`config.mk`:
```
export PLATFORM = sky130hd
export DESIGN_NAME = add_sub_serial_seq
export DESIGN_NICKNAME = d
export VERILOG_FILES = /design/src/rtl/add_sub_pkg.sv /design/src/rtl/add_sub_slice.sv /design/src/rtl/add_sub_serial_seq.sv
export SDC_FILE = /design/constraint.sdc
export NUM_CORES = 1
export LEC_CHECK = 0
export ABC_AREA = 1
export CAP_MARGIN = 20
export CORE_AREA = 2 2 87 131
export DETAILED_ROUTE_END_ITERATION = 8
export DIE_AREA = 0 0 89 133
export DONT_BUFFER_PORTS = 1
export PLACE_DENSITY = 0.57
export SETUP_SLACK_MARGIN = 0.02
export SLEW_MARGIN = 20
export SYNTH_ARGS = -nofsm -noshare
export SYNTH_HDL_FRONTEND = slang
export SYNTH_SLANG_ARGS = --single-unit
```
`constraint.sdc`:
```
create_clock -name clk -period 6.9 [get_ports clk]
set_clock_uncertainty 0.2 [all_clocks]
set_input_delay 2.07 -clock clk [delete_from_list [all_inputs] [get_ports clk]]
set_output_delay 2.07 -clock clk [all_outputs]
set_load 0.005 [all_outputs]
```
`src/rtl/add_sub_pkg.sv`:
```
// Shared definitions for the serial add/subtract unit: opcodes, FSM states
// and small opcode decode helpers.
// Latency: n/a (package). Backpressure: n/a (package).
package add_sub_pkg;

    localparam logic [1:0] OP_ADD = 2'b00;
    localparam logic [1:0] OP_SUB = 2'b01;
    localparam logic [1:0] OP_ADC = 2'b10;
    localparam logic [1:0] OP_SBB = 2'b11;

    typedef enum logic [1:0] {
        ST_IDLE = 2'd0,
        ST_BUSY = 2'd1,
        ST_DONE = 2'd2
    } state_t;

    // Subtraction is A + ~B + cin, so these opcodes store B inverted.
    function automatic logic op_is_sub(input logic [1:0] op);
        return (op == OP_SUB) || (op == OP_SBB);
    endfunction

    // Carry-chained opcodes take their initial carry from the stored flag.
    function automatic logic op_uses_cflag(input logic [1:0] op);
        return (op == OP_ADC) || (op == OP_SBB);
    endfunction

endpackage

```
`src/rtl/add_sub_slice.sv`:
```
// SLICE-bit combinational ripple adder used once per clock by the serial unit.
// Latency: combinational (0 cycles).
// Backpressure: none; pure function of its inputs.
//
// Ports: a_sl/b_sl operand slices, cin carry in, sum_sl slice sum, cout carry out.
module add_sub_slice #(
    parameter int SLICE = 4
) (
    input  logic [SLICE-1:0] a_sl,
    input  logic [SLICE-1:0] b_sl,
    input  logic             cin,
    output logic [SLICE-1:0] sum_sl,
    output logic             cout
);

    assign {cout, sum_sl} = {1'b0, a_sl} + {1'b0, b_sl} + {{SLICE{1'b0}}, cin};

endmodule

```
`src/rtl/add_sub_serial_seq.sv`:
```
// Serial N-bit add/sub/adc/sbb unit, one SLICE-bit slice per clock, LSB first.
// Latency: handshake cycle T -> out_valid in cycle T+NUM_SLICES+1.
// Backpressure: in_ready only in IDLE; result held in DONE until out_ready.
//
// Ports: clk/rst (sync, active-high); in_valid/in_ready with a_in, b_in,
// opcode; out_valid/out_ready with result_out, carry_out, overflow_out,
// zero_out. cflag carries the last completed operation's carry into ADC/SBB.
module add_sub_serial_seq
    import add_sub_pkg::*;
#(
    parameter int N     = 16,
    parameter int SLICE = 4
) (
    input  logic         clk,
    input  logic         rst,
    input  logic         in_valid,
    output logic         in_ready,
    input  logic [N-1:0] a_in,
    input  logic [N-1:0] b_in,
    input  logic [1:0]   opcode,
    output logic         out_valid,
    input  logic         out_ready,
    output logic [N-1:0] result_out,
    output logic         carry_out,
    output logic         overflow_out,
    output logic         zero_out
);

    localparam int NUM_SLICES = N / SLICE;
    localparam int IDX_W      = (NUM_SLICES > 1) ? $clog2(NUM_SLICES) : 1;
    localparam logic [IDX_W-1:0] LAST_IDX = IDX_W'(NUM_SLICES - 1);

    state_t           state;
    logic [N-1:0]     a_q;
    logic [N-1:0]     b_q;      // already inverted for SUB/SBB
    logic [N-1:0]     res_q;
    logic             carry_q;  // ripple carry between slices
    logic [IDX_W-1:0] idx;
    logic             cflag;

    int               base;
    logic [SLICE-1:0] a_sl;
    logic [SLICE-1:0] b_sl;
    logic [SLICE-1:0] sum_sl;
    logic             cout;
    logic [N-1:0]     res_next;
    logic             ov_next;

    always_comb begin
        base = int'(idx) * SLICE;
    end

    assign a_sl = a_q[base +: SLICE];
    assign b_sl = b_q[base +: SLICE];

    add_sub_slice #(.SLICE(SLICE)) u_slice (
        .a_sl   (a_sl),
        .b_sl   (b_sl),
        .cin    (carry_q),
        .sum_sl (sum_sl),
        .cout   (cout)
    );

    // Result with the current slice merged in; on the last slice this is the
    // complete word, which lets the flags be registered on entry to DONE.
    always_comb begin
        res_next              = res_q;
        res_next[base +: SLICE] = sum_sl;
    end

    assign ov_next = (a_q[N-1] == b_q[N-1]) && (res_next[N-1] != a_q[N-1]);

    always_ff @(posedge clk) begin
        if (rst) begin
            state        <= ST_IDLE;
            in_ready     <= 1'b1;
            out_valid    <= 1'b0;
            result_out   <= '0;
            carry_out    <= 1'b0;
            overflow_out <= 1'b0;
            zero_out     <= 1'b0;
            cflag        <= 1'b0;
            a_q          <= '0;
            b_q          <= '0;
            res_q        <= '0;
            carry_q      <= 1'b0;
            idx          <= '0;
        end else begin
            case (state)
                ST_IDLE: begin
                    if (in_valid && in_ready) begin
                        a_q      <= a_in;
                        b_q      <= op_is_sub(opcode) ? ~b_in : b_in;
                        carry_q  <= op_uses_cflag(opcode) ? cflag : op_is_sub(opcode);
                        idx      <= '0;
                        in_ready <= 1'b0;
                        state    <= ST_BUSY;
                    end
                end
                ST_BUSY: begin
                    res_q   <= res_next;
                    carry_q <= cout;
                    idx     <= idx + 1'b1;
                    if (idx == LAST_IDX) begin
                        result_out   <= res_next;
                        carry_out    <= cout;
                        overflow_out <= ov_next;
                        zero_out     <= ~|res_next;
                        cflag        <= cout;
                        out_valid    <= 1'b1;
                        state        <= ST_DONE;
                    end
                end
                ST_DONE: begin
                    // No same-cycle turnaround: in_ready rises only once IDLE.
                    if (out_ready) begin
                        out_valid <= 1'b0;
                        in_ready  <= 1'b1;
                        state     <= ST_IDLE;
                    end
                end
                default: begin
                    state <= ST_IDLE;
                end
            endcase
        end
    end

endmodule

```
Figure 1. The metal 3 layer (run 1).
Drawn at 2 px/um.
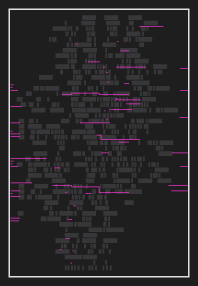
- main direction: horizontal
- nets with wire on the layer: 41
- wire length on this layer: 319 um

Figure 2. Placed standard cells (run 1).
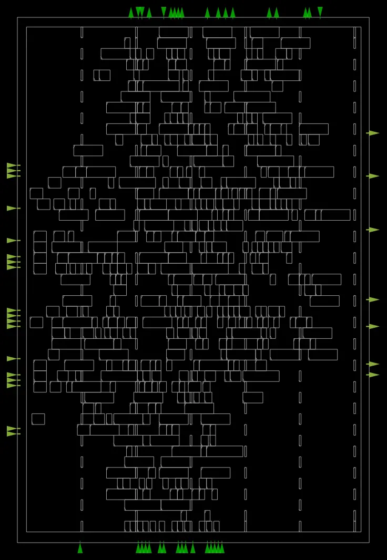
final sequential cell count: 74
area inside the core boundary: 10800 um^2
count of filler cells inserted in the layout: 1178

==> results.txt, run 1 <==
Flow results follow.

The weighted congestion reported at the end of routability-driven placement is roughly 0.84. For this run, the top clock speed supported by timing is 237 MHz. The detailed placer's ending HPWL is between 6000 and 7000 um. In this run, synthesis inferred 0 flip-flops with an integrated enable. The post-synthesis sequential element count is between 70 and 80. The flow ran to the end, and the final reports show no timing, DRC or antenna violations.

The share of layout cells above drive strength 1 is 7.25%. The clock slew seen by the registers of the worst setup and hold paths is about 0.06 ns. The final core utilization is 37.0%. Of the total synthesized cell area, the portion taken by full adders, half adders and majority gates is about 4.2%.

The final setup slack of the worst path is about 2.7 ns. The library cells used most frequently in the layout, excluding fill and tap cells, are sky130_fd_sc_hd__nor2_1 (78), sky130_fd_sc_hd__nand2_1 (75), sky130_fd_sc_hd__dfxtp_1 (74), sky130_fd_sc_hd__inv_1 (64), sky130_fd_sc_hd__o21ai_0 (36). For reference, the most critical setup path is categorized as reg -> reg. The DRC marker count from the first detailed-route iteration is about 160. After detailed routing, the number of vias per cell comes to between 4 and 5.

The count of cell types in the netlist is 38. The CTS tree is yes. The main area contributors are sky130_fd_sc_hd__dfxtp_1 (40%), sky130_fd_sc_hd__nor2_1 (8.0%), sky130_fd_sc_hd__nand2_1 (7.7%).

The combined global-route utilization of all metal layers is about 16%. The run reported a max-capacitance violation count of 0. The synthesized netlist devotes 21.0% of its cell area to simple gates. The post-synthesis share of cell area spent on and-or and or-and gates is 19.7%.

Looking at the critical path, the highest net fanout was 29. The first global-routing pass estimated about 14000 um of wire. The boundary pin count is 59. The static leakage power is between 1.5 and 2 nW. The CTS H-tree depth is 3.

The worst min-delay path startpoint is b_q[1]. Entering global routing, the biggest net connects 51 pins. The met1 track utilization from global routing is around 18%. The total setup buffers inserted after CTS is 0. The timing startpoint of the critical path is idx[0]. The cell sequence reported for the critical path is clkinv_1 > o21ai_0 > o22ai_1 > fa_1 > inv_1 > fa_1 > nor2_2 > nand2_1 > nor2_1 > nor2_2 > nand2_1 > nor2_1 > nand3_1 > nor2_1 > nand3_1 > a21oi_2. The number of I/O port buffers is 0.

The number of antenna diodes is 0. The post-route cell area is 4010 um^2. The final-layout worst hold slack is around 0.26 ns.

The final timing report lists a max-slew violation count of 0. The critical path capture point is zero_out. The cell repeated most along the worst path is sky130_fd_sc_hd__nor2_1. In the final timing run, aggregate negative setup slack is 0 ns. The transition time recorded at the tightest slew-check pin is ~0.95 ns. The total of cells resized after clock tree synthesis is 0. Per the skew report, the later register of the worst-skew pair sees a clock latency of 0.34 ns.

For reference, the final report shows the hold violation count at 0. Across the VDD grid, the largest voltage drop is 0.130 mV. The die is slightly below 90 um wide.

The share of the synthesized netlist area taken by xor and xnor gates is under 10%. The number of placement rows is between 40 and 50.
Figure 3. Wire density map (run 1).
Drawn at 3 px/um. The die is cut into 18 by 27 equal tiles; white is low, dark blue is high, scaled to the fullest tile. Values are wire area over tile area, all layers added.
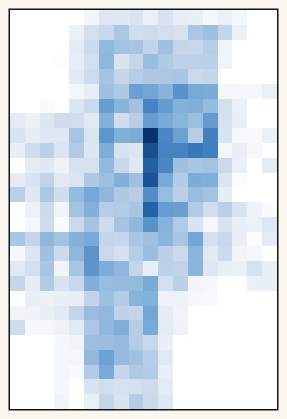
- mean over tiles: 0.12
- nearly empty tiles: 27%
- fullest tile: 0.58
- emptiest ninth of the die: lower right
- densest ninth of the die: centre

[run 1: layout make-up]
type / count / area [um^2] / area share (%)
multi-input cells: 323 / 1800 / 44.8
flip-flops and latches: 74 / 1480 / 37.0
clock buffers: 13 / 260 / 6.49
inverters: 69 / 259 / 6.46
well taps: 147 / 184 / 4.59
repair buffers: 2 / 15.0 / 0.375
clock inverters: 2 / 12.5 / 0.312
[run 1: where the power goes]
| group | internal [mW] | switching [mW] |
|---|---|---|
| registers | 0.461 | 0.0249 |
| logic | 0.0737 | 0.128 |
| clock network | 0.260 | 0.172 |
| total | 0.794 | 0.325 |
[run 1: critical path, delay by kind of cell (launching register included)]
family | cells | cell delay (ns)
flops | 1 | 0.94
fa+ha+maj | 2 | 0.87
buf+inv | 2 | 0.82
simple gates | 9 | 0.73
compound gates | 3 | 0.53
Figure 4. Placement by cell class (run 1).
Drawn at 4 px/um.
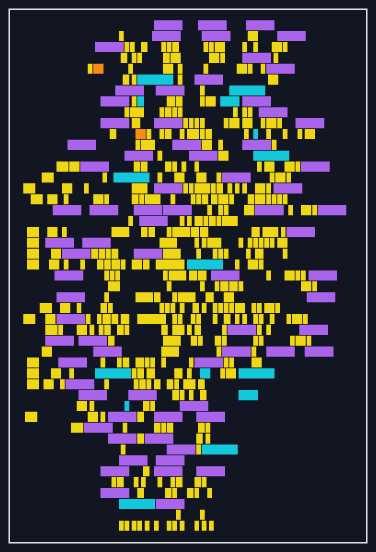

==> inputs of run 2 (changes only) <==
==> constraint.sdc (replaced) <==
create_clock -name clk -period 4.1 [get_ports clk]
set_clock_uncertainty 0.2 [all_clocks]
set_input_delay 1.23 -clock clk [delete_from_list [all_inputs] [get_ports clk]]
set_output_delay 1.23 -clock clk [all_outputs]
set_load 0.005 [all_outputs]
Figure 5. Placement by cell class (run 2).
Drawn at 4 px/um.
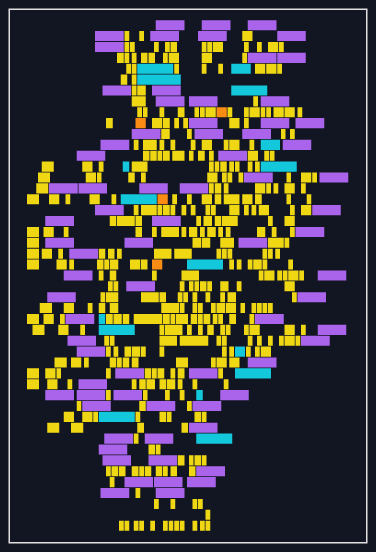
- clock drivers and dummy loads: cyan (cells 16; share of their area 7.9%)
- other buffers and delay cells: orange (cells 4; share of their area 0.78%)
- flops: purple (cells 74; share of their area 38%)
- combinational and other logic: yellow (cells 392; share of their area 53%)

==> results.txt, run 2 <==
Flow results follow.

The flow ran to the end, and the final reports show no timing, DRC or antenna violations. The boundary pin count is 59 (unchanged). The detailed placer's ending HPWL is 6420 um (+1.9%). The horizontal extent of the die was 89 um (unchanged). The area share of fa/ha/maj cells after synthesis came to 4.17% (unchanged).

The final setup slack of the worst path is 0.896 ns (-1.78 ns). The DRC marker count from the first detailed-route iteration is 138 (-13%). The total setup buffers inserted after CTS is 0 (unchanged). The main area contributors are sky130_fd_sc_hd__dfxtp_1 (40%), sky130_fd_sc_hd__nor2_1 (8.0%), sky130_fd_sc_hd__nand2_1 (7.7%). The final count of pins violating max slew was 0 (unchanged).

The share of the synthesized netlist area taken by xor and xnor gates is 3.83% (unchanged). The static leakage power is 1.84 nW (+1.7%). The combined global-route utilization of all metal layers is 15.4% (-0.43 points).

The critical path goes through clkinv_1 > o21ai_0 > o22ai_1 > fa_1 > inv_1 > fa_1 > nor2_2 > nand2_1 > nor2_1 > nor2_2 > nand2_1 > nor2_1 > nand3_1 > nor2_1 > nand3_1 > a21oi_2. The post-route cell area came to 4060 um^2 (+1.2%). The post-synthesis sequential element count is 74 (unchanged). The number of antenna diodes is 0 (unchanged). The share of layout cells above drive strength 1 is 8.23% (+0.98 points). The number of placement rows is 47 (unchanged). Ranking logic cells in the layout by count gives the top entries sky130_fd_sc_hd__nor2_1 (78), sky130_fd_sc_hd__nand2_1 (75), sky130_fd_sc_hd__dfxtp_1 (74), sky130_fd_sc_hd__inv_1 (64), sky130_fd_sc_hd__o21ai_0 (36).

The aggregate negative setup slack is 0 ns (unchanged). The count of cell types in the netlist is 38 (unchanged). The maximum VDD drop is 0.211 mV (+61%).

The max capacitance violation total is 0 (unchanged). TritonCTS built the clock tree. The sum of buffers and inverters on the critical path is 2 (unchanged). The total of cells resized after clock tree synthesis is 0 (unchanged).

The logic depth of the worst setup path including buffers came to 16 (unchanged). The met1 track utilization from global routing is 17.0% (-0.52 points). The final hold violation count is 0 (unchanged). Per STA, the library cell used most along the worst path is sky130_fd_sc_hd__nor2_1. The global-route wire length before repair is 13900 um (-2.6%). In this design, the largest share of critical-path delay is due to adder cells. The worst min-delay path startpoint is b_q[1].

The maximum fanout encountered on the critical timing path is 20 (-31%). The number of I/O port buffers is 0 (unchanged). The area used by multi-input combinational logic is 1800 um^2 (unchanged). The CTS H-tree depth is 3 (unchanged). The clock latency reported for the late side of the worst-skew pair was 0.35 ns (about the same). The startpoint-to-endpoint class of the critical path is reg -> reg. The weighted congestion reported at the end of routability-driven placement is 0.819 (-2.9%).
## run 2: cell counts after synthesis
No cell type changed its count.
## run 2: how the worst max path moves through the flow
| stage | end | start |
|---|---|---|
| 6_report | zero_out | idx[0] |
| 5_1_grt | zero_out | idx[0] |
| 4_1_cts | zero_out | idx[0] |
| 3_5_place_dp | zero_out | idx[0] |
| 3_3_place_gp | zero_out | idx[0] |
| 2_1_floorplan | zero_out | idx[0] |
## run 2: final cells by class
cell class              count  share of cell area [%]
clock buffers              11                    6.23
clock inverters             5                    1.30
inverters                  69                    6.38
multi-input cells         323                    44.3
flip-flops and latches     74                    36.5
well taps                 147                    4.53
repair buffers              4                   0.740
## run 2: report_power, final
| group | internal, mW | switching (mW) |
|---|---|---|
| clock | 0.500 | 0.303 |
| combinational | 0.125 | 0.222 |
| sequential | 0.775 | 0.0348 |
Figure 6. Placed standard cells (run 2).
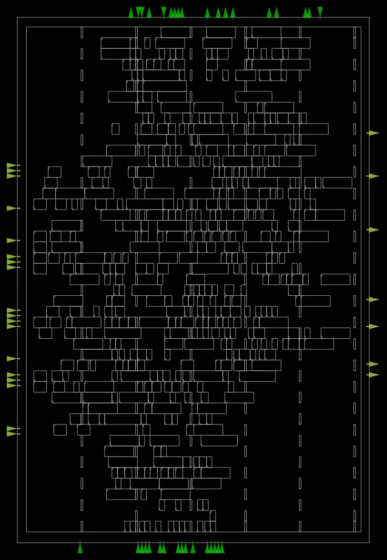

==> inputs of run 3 (changes only) <==
--- a/config.mk
+++ b/config.mk
@@ -11,7 +11,7 @@
 export DETAILED_ROUTE_END_ITERATION = 8
 export DIE_AREA = 0 0 89 133
 export DONT_BUFFER_PORTS = 1
-export PLACE_DENSITY = 0.57
+export PLACE_DENSITY = 0.59
 export SETUP_SLACK_MARGIN = 0.02
 export SLEW_MARGIN = 20
 export SYNTH_ARGS = -nofsm -noshare
==> constraint.sdc (replaced) <==
create_clock -name clk -period 2.8 [get_ports clk]
set_clock_uncertainty 0.2 [all_clocks]
set_input_delay 0.84 -clock clk [delete_from_list [all_inputs] [get_ports clk]]
set_output_delay 0.84 -clock clk [all_outputs]
set_load 0.005 [all_outputs]
Figure 7. Placed standard cells (run 3).
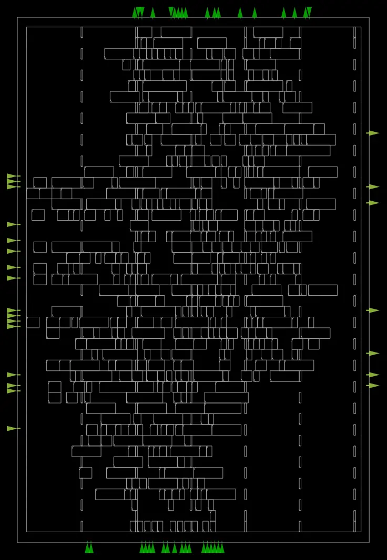
sequential fraction of total cell area: 34.8%
fin util: 39.5%
count of filler cells inserted in the layout: 1147

==> results.txt, run 3 <==
Flow results follow.

The most common logic cells in the final layout are sky130_fd_sc_hd__nor2_1 (76), sky130_fd_sc_hd__nand2_1 (74), sky130_fd_sc_hd__dfxtp_1 (72), sky130_fd_sc_hd__inv_1 (61), sky130_fd_sc_hd__o21ai_0 (32). The aggregate negative setup slack is 0 ns (unchanged). In the setup report, the worst path falls into the class reg -> reg.

The detailed placer's ending HPWL was 6740 um (+5.0%). The logic depth of the worst setup path including buffers is 16 (unchanged). The count of cell types in the netlist is 38 (unchanged). The share of layout cells above drive strength 1 is 13.7% (+5.4 points). The power in sequential cells is 1.19 mW (+47%).

The number of placement rows is 47 (unchanged). The timing startpoint of the critical path is idx[0]. The post-synthesis sequential element count is 74 (unchanged).

In this run the critical path is formed by buf_6 > o21ai_2 > o22ai_2 > fa_2 > inv_2 > fa_2 > nor2_4 > nand2_2 > nor2_2 > nor2_2 > nand2_1 > nor2_1 > nand3_1 > nor2_1 > nand3_1 > a21oi_2. The power in combinational cells is 577 uW (+66%). The internal power component is 2.25 mW (+61%). The weighted congestion reported at the end of routability-driven placement was 0.876 (+6.9%). The flow ran to the end, and the final reports show no timing, DRC or antenna violations. The sum of buffers and inverters on the critical path is 2 (unchanged).

The global-route wire length before repair is 14800 um (+6.6%). The static leakage power came to 1.94 nW (+5.2%). The met1 track utilization from global routing came to 17.4% (+0.38 points). The maximum fanout encountered on the critical timing path was 5 (-75%).
[run 3: cell counts after synthesis]
Identical to the previous run, type by type.
[run 3: logic make-up after synthesis]
| logic type | after synthesis | synth area share [%] |
|---|---|---|
| xor gates and xnor gates | 16 | 3.83 |
| muxes | 1 | 0.274 |
| and+or+nand+nor | 184 | 21.0 |
| adders and majority gates | 11 | 4.17 |
| DFF | 74 | 40.5 |
| buffers and inverters | 97 | 10.6 |
| AOI/OAI and AO/OA | 111 | 19.7 |
[run 3: timing repair]
action,CTS,global route
gates cloned,0,0
resized,11,12
setup buffers,3,0
pin swaps,9,10
endpoints found under the setup margin,1,8
[run 3: layout make-up]
cell class	instances	area (um^2)
repair buffers	17	155
clock inverters	5	103
inverters	69	262
flip-flops and latches	74	1490
multi-input cells	323	1840
fillers	1147	6550
well taps	147	184
clock buffers	10	239
Power figures rest on the tool's default switching activity, not on a simulated workload.
